Routed clock nets over the placement:
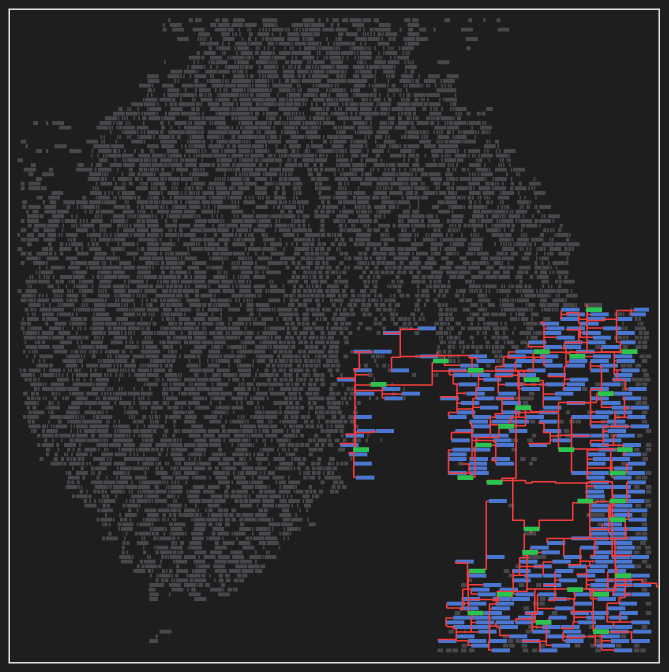
Met4 routing:
The bar under the picture is 100 um long.
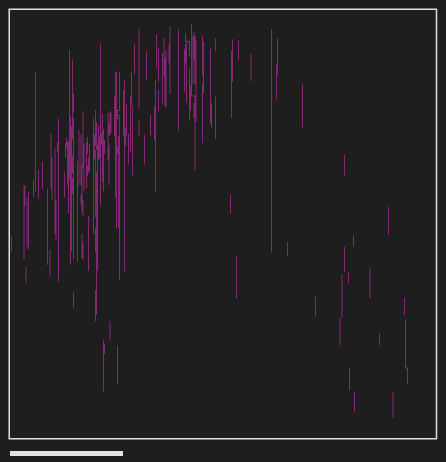
Clock routing:
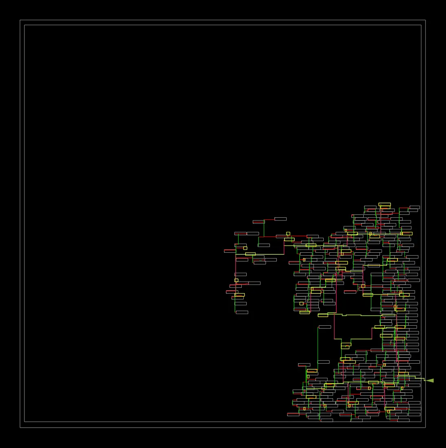
Sizing map:
The bar under the picture is 100 um long.
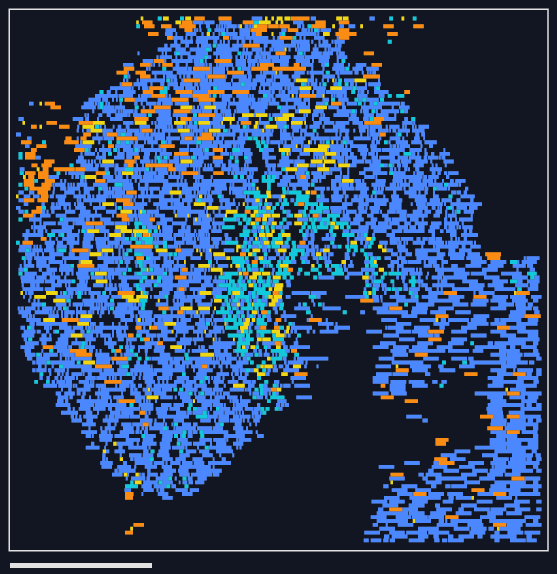
File: src/rtl/pipelined_multiplier_l3_if.sv
// Issue / writeback bus of the pipelined multiply execute unit.
// The master side issues operations and consumes results. The slave side is the unit itself.
interface pipelined_multiplier_l3_if #(
    parameter int p_width          = 32,
    parameter int p_seq_num_bits   = 5,
    parameter int p_phys_addr_bits = 6
);
    // issue side
    logic                        d_val;
    logic                        d_rdy;
    logic [1:0]                  d_op;
    logic [p_width-1:0]          d_op1;
    logic [p_width-1:0]          d_op2;
    logic [p_seq_num_bits-1:0]   d_seq_num;
    logic [p_phys_addr_bits-1:0] d_waddr;
    logic                        d_wen;
    logic [31:0]                 d_pc;

    // writeback side
    logic                        w_val;
    logic                        w_rdy;
    logic [p_width-1:0]          w_wdata;
    logic [p_seq_num_bits-1:0]   w_seq_num;
    logic [p_phys_addr_bits-1:0] w_waddr;
    logic                        w_wen;
    logic [31:0]                 w_pc;

    // control / status
    logic                        squash;
    logic                        busy;

    modport master (
        output d_val, d_op, d_op1, d_op2, d_seq_num, d_waddr, d_wen, d_pc,
        output w_rdy, squash,
        input  d_rdy, w_val, w_wdata, w_seq_num, w_waddr, w_wen, w_pc, busy
    );

    modport slave (
        input  d_val, d_op, d_op1, d_op2, d_seq_num, d_waddr, d_wen, d_pc,
        input  w_rdy, squash,
        output d_rdy, w_val, w_wdata, w_seq_num, w_waddr, w_wen, w_pc, busy
    );
endinterface

File: src/rtl/pipelined_multiplier_l3.sv
// Parametrised elastic RV32M multiply pipe (MUL/MULH/MULHSU/MULHU).
// The full product is formed at issue and followed by p_stages registers, so retiming can spread the multiplier across them.
// Each stage stalls on its own, which lets bubbles collapse under writeback backpressure.
// Squash clears every valid bit on the next edge.
module pipelined_multiplier_l3 #(
    parameter int p_width          = 32,
    parameter int p_stages         = 4,
    parameter int p_seq_num_bits   = 5,
    parameter int p_phys_addr_bits = 6
) (
    input  logic clk,
    input  logic rst,
    pipelined_multiplier_l3_if.slave bus
);

    typedef enum logic [1:0] {
        op_mul    = 2'd0,
        op_mulh   = 2'd1,
        op_mulhsu = 2'd2,
        op_mulhu  = 2'd3
    } op_e;

    typedef struct packed {
        logic [p_width-1:0]          data;
        logic [p_seq_num_bits-1:0]   seq_num;
        logic [p_phys_addr_bits-1:0] waddr;
        logic                        wen;
        logic [31:0]                 pc;
    } payload_t;

    localparam int last = p_stages - 1;

    logic [p_stages-1:0] valid_q;
    logic [p_stages-1:0] adv;
    payload_t            stage_q [p_stages];

    op_e                 issue_op;
    logic                sx1;
    logic                sx2;
    logic [2*p_width-1:0] ext1;
    logic [2*p_width-1:0] ext2;
    logic [2*p_width-1:0] product;
    payload_t            issue_pl;
    logic                accept_rdy;

    // Operand extension, product and mode-dependent half select for the incoming issue.
    always_comb begin
        // NOTE: every variable gets a value on every path through this block, so no latch can be inferred.
        issue_op = op_e'(bus.d_op);
        sx1      = (issue_op == op_mulh) || (issue_op == op_mulhsu);
        sx2      = (issue_op == op_mulh);
        ext1     = {{p_width{sx1 & bus.d_op1[p_width-1]}}, bus.d_op1};
        ext2     = {{p_width{sx2 & bus.d_op2[p_width-1]}}, bus.d_op2};
        product  = ext1 * ext2;

        issue_pl         = '0;
        issue_pl.data    = (issue_op == op_mul) ? product[p_width-1:0]
                                                : product[2*p_width-1:p_width];
        issue_pl.seq_num = bus.d_seq_num;
        issue_pl.waddr   = bus.d_waddr;
        issue_pl.wen     = bus.d_wen;
        issue_pl.pc      = bus.d_pc;
    end

    // Advance chain from the writeback end back to S0: a stage moves when the one ahead is empty or moving.
    always_comb begin
        logic go;
        adv       = '0;
        go        = bus.w_rdy && !bus.squash;
        adv[last] = go;
        for (int k = last - 1; k >= 0; k--) begin
            go     = !valid_q[k+1] || go;
            adv[k] = go;
        end
    end

    assign accept_rdy    = (!valid_q[0] || adv[0]) && !bus.squash;
    assign bus.d_rdy     = accept_rdy;
    assign bus.w_val     = valid_q[last] && !bus.squash;
    assign bus.w_wdata   = stage_q[last].data;
    assign bus.w_seq_num = stage_q[last].seq_num;
    assign bus.w_waddr   = stage_q[last].waddr;
    assign bus.w_wen     = stage_q[last].wen;
    assign bus.w_pc      = stage_q[last].pc;
    assign bus.busy      = |valid_q;

    // Valid bits: load from upstream on advance, drain when emptied, clear on squash or reset.
    always_ff @(posedge clk or negedge rst) begin
        if (!rst) begin
            valid_q <= '0;
        end else if (bus.squash) begin
            valid_q <= '0;
        end else begin
            // NOTE: non-blocking assignments make every stage see its neighbour's pre-edge value, so the shift order does not matter.
            if (accept_rdy) begin
                valid_q[0] <= bus.d_val;
            end
            for (int k = 1; k < p_stages; k++) begin
                if (adv[k-1]) begin
                    valid_q[k] <= valid_q[k-1];
                end else if (adv[k]) begin
                    valid_q[k] <= 1'b0;
                end
            end
        end
    end

    // Payload registers move only alongside a valid op, so a stalled last stage holds steady.
    always_ff @(posedge clk) begin
        // NOTE: the payload has no reset because the valid bits alone qualify it.
        if (accept_rdy && bus.d_val) begin
            stage_q[0] <= issue_pl;
        end
        for (int k = 1; k < p_stages; k++) begin
            if (adv[k-1] && valid_q[k-1]) begin
                stage_q[k] <= stage_q[k-1];
            end
        end
    end

endmodule

File: src/flat_wrapper.sv
// flat-port wrapper written by rule: the top's interface ports become plain ports
module pipelined_multiplier_l3_flat 
#(
    parameter int p_width          = 32,
    parameter int p_stages         = 4,
    parameter int p_seq_num_bits   = 5,
    parameter int p_phys_addr_bits = 6
)
  (clk, rst, bus_d_val, bus_d_op, bus_d_op1, bus_d_op2, bus_d_seq_num, bus_d_waddr, bus_d_wen, bus_d_pc, bus_w_rdy, bus_squash, bus_d_rdy, bus_w_val, bus_w_wdata, bus_w_seq_num, bus_w_waddr, bus_w_wen, bus_w_pc, bus_busy);
  pipelined_multiplier_l3_if #(.p_width(p_width), .p_seq_num_bits(p_seq_num_bits), .p_phys_addr_bits(p_phys_addr_bits)) bus_i ();
  input  logic clk;
  input  logic rst;
  input wire logic [$bits(bus_i.d_val)-1:0] bus_d_val;
  input wire logic [$bits(bus_i.d_op)-1:0] bus_d_op;
  input wire logic [$bits(bus_i.d_op1)-1:0] bus_d_op1;
  input wire logic [$bits(bus_i.d_op2)-1:0] bus_d_op2;
  input wire logic [$bits(bus_i.d_seq_num)-1:0] bus_d_seq_num;
  input wire logic [$bits(bus_i.d_waddr)-1:0] bus_d_waddr;
  input wire logic [$bits(bus_i.d_wen)-1:0] bus_d_wen;
  input wire logic [$bits(bus_i.d_pc)-1:0] bus_d_pc;
  input wire logic [$bits(bus_i.w_rdy)-1:0] bus_w_rdy;
  input wire logic [$bits(bus_i.squash)-1:0] bus_squash;
  output wire logic [$bits(bus_i.d_rdy)-1:0] bus_d_rdy;
  output wire logic [$bits(bus_i.w_val)-1:0] bus_w_val;
  output wire logic [$bits(bus_i.w_wdata)-1:0] bus_w_wdata;
  output wire logic [$bits(bus_i.w_seq_num)-1:0] bus_w_seq_num;
  output wire logic [$bits(bus_i.w_waddr)-1:0] bus_w_waddr;
  output wire logic [$bits(bus_i.w_wen)-1:0] bus_w_wen;
  output wire logic [$bits(bus_i.w_pc)-1:0] bus_w_pc;
  output wire logic [$bits(bus_i.busy)-1:0] bus_busy;
  assign bus_i.d_val = bus_d_val;
  assign bus_i.d_op = bus_d_op;
  assign bus_i.d_op1 = bus_d_op1;
  assign bus_i.d_op2 = bus_d_op2;
  assign bus_i.d_seq_num = bus_d_seq_num;
  assign bus_i.d_waddr = bus_d_waddr;
  assign bus_i.d_wen = bus_d_wen;
  assign bus_i.d_pc = bus_d_pc;
  assign bus_i.w_rdy = bus_w_rdy;
  assign bus_i.squash = bus_squash;
  assign bus_d_rdy = bus_i.d_rdy;
  assign bus_w_val = bus_i.w_val;
  assign bus_w_wdata = bus_i.w_wdata;
  assign bus_w_seq_num = bus_i.w_seq_num;
  assign bus_w_waddr = bus_i.w_waddr;
  assign bus_w_wen = bus_i.w_wen;
  assign bus_w_pc = bus_i.w_pc;
  assign bus_busy = bus_i.busy;
  pipelined_multiplier_l3 #(.p_width(p_width), .p_stages(p_stages), .p_seq_num_bits(p_seq_num_bits), .p_phys_addr_bits(p_phys_addr_bits)) u_core (.clk(clk), .rst(rst), .bus(bus_i));
endmodule
File: config.mk
export PLATFORM = sky130hd
export DESIGN_NAME = pipelined_multiplier_l3_flat
export DESIGN_NICKNAME = d
export VERILOG_FILES = /design/src/rtl/pipelined_multiplier_l3_if.sv /design/src/rtl/pipelined_multiplier_l3.sv /design/src/flat_wrapper.sv
export SDC_FILE = /design/constraint.sdc
export NUM_CORES = 2
export LEC_CHECK = 0
export CAP_MARGIN = 20
export CORE_AREA = 4 4 374 376
export CTS_CLUSTER_DIAMETER = 200
export DETAILED_ROUTE_END_ITERATION = 7
export DIE_AREA = 0 0 378 380
export HOLD_SLACK_MARGIN = 0.03
export PLACE_DENSITY = 0.6
export SYNTH_ARGS = -nofsm -noshare
export SYNTH_HDL_FRONTEND = slang
export SYNTH_SLANG_ARGS = --single-unit
File: constraint.sdc
create_clock -name clk -period 7 [get_ports clk]
set_clock_uncertainty 0.05 [all_clocks]
set_input_delay 1.4 -clock clk [delete_from_list [all_inputs] [get_ports clk]]
set_output_delay 1.4 -clock clk [all_outputs]
set_load 0.01 [all_outputs]
==> results.tsv <==
metric	value	unit
status	finished with violations	
violations	setup timing	
maxCapViolCount	0	
r2r_start	u_core.valid_q[3]$_DFFE_PN0P_	
cts_max_path_buffers	3	
met1_usage	0.2805	
hold_viol_final	0	
grt_antenna_before_repair	8	
hold_depth	0	
path_clk_slew	60	ps
dp_cells	6947	
finalClockPeriodUsage	1.218	
grt_pass1_wl	225.3	mm
ys_seq_frac	0.1938	
htree_levels	1	
grt_overflow	0	
wl_per_cell	20.26	um
setup_viol	32	
synth_adder_area_share	0.5291	
tns	-41970	ps
synth_area	0.04762	mm^2
setup_ws	-1526	ps
worst_pin_slew	1000	ps
## Picture notes: 'routed clock nets over the placement'
[red] clock wires | length: 3540 um
[blue] flip-flops | count: 308
[green] cells driving clock nets | count: 31
routed clock nets: 32

## Picture notes: 'met4 routing'
wire length on this layer: 6540 um
main direction: vertical

## Picture notes: 'clock routing'
flip-flops: 308
number of clock buffers in the layout: 34
clk sinks: 308

## Picture notes: 'sizing map'
| colour | size | cells | share |
|---|---|---|---|
| yellow | drive 2 | 267 | 5.0% |
| blue | drive 1 or less | 4254 | 79% |
| cyan | drive 3 to 4 | 606 | 11% |
| orange | drive 6 and up | 244 | 4.5% |

==> final cells by class <==
| class | count | area, um^2 |
|---|---|---|
| Clock buffer | 34 | 787.0 |
| Tap cell | 1794 | 2245 |
| Multi-Input combinational cell | 2909 | 34440 |
| Clock inverter | 23 | 242.7 |
| Inverter | 1204 | 4548 |
| Timing Repair Buffer | 893 | 9602 |
| Sequential cell | 308 | 9229 |
| Antenna cell | 2 | 5.005 |
| Fill cell | 12670 | 75720 |
==> sequential cells by signal, indices dropped and copies added (netlist names) <==
name,cells
u_core.stage_q,304
u_core.valid_q,4
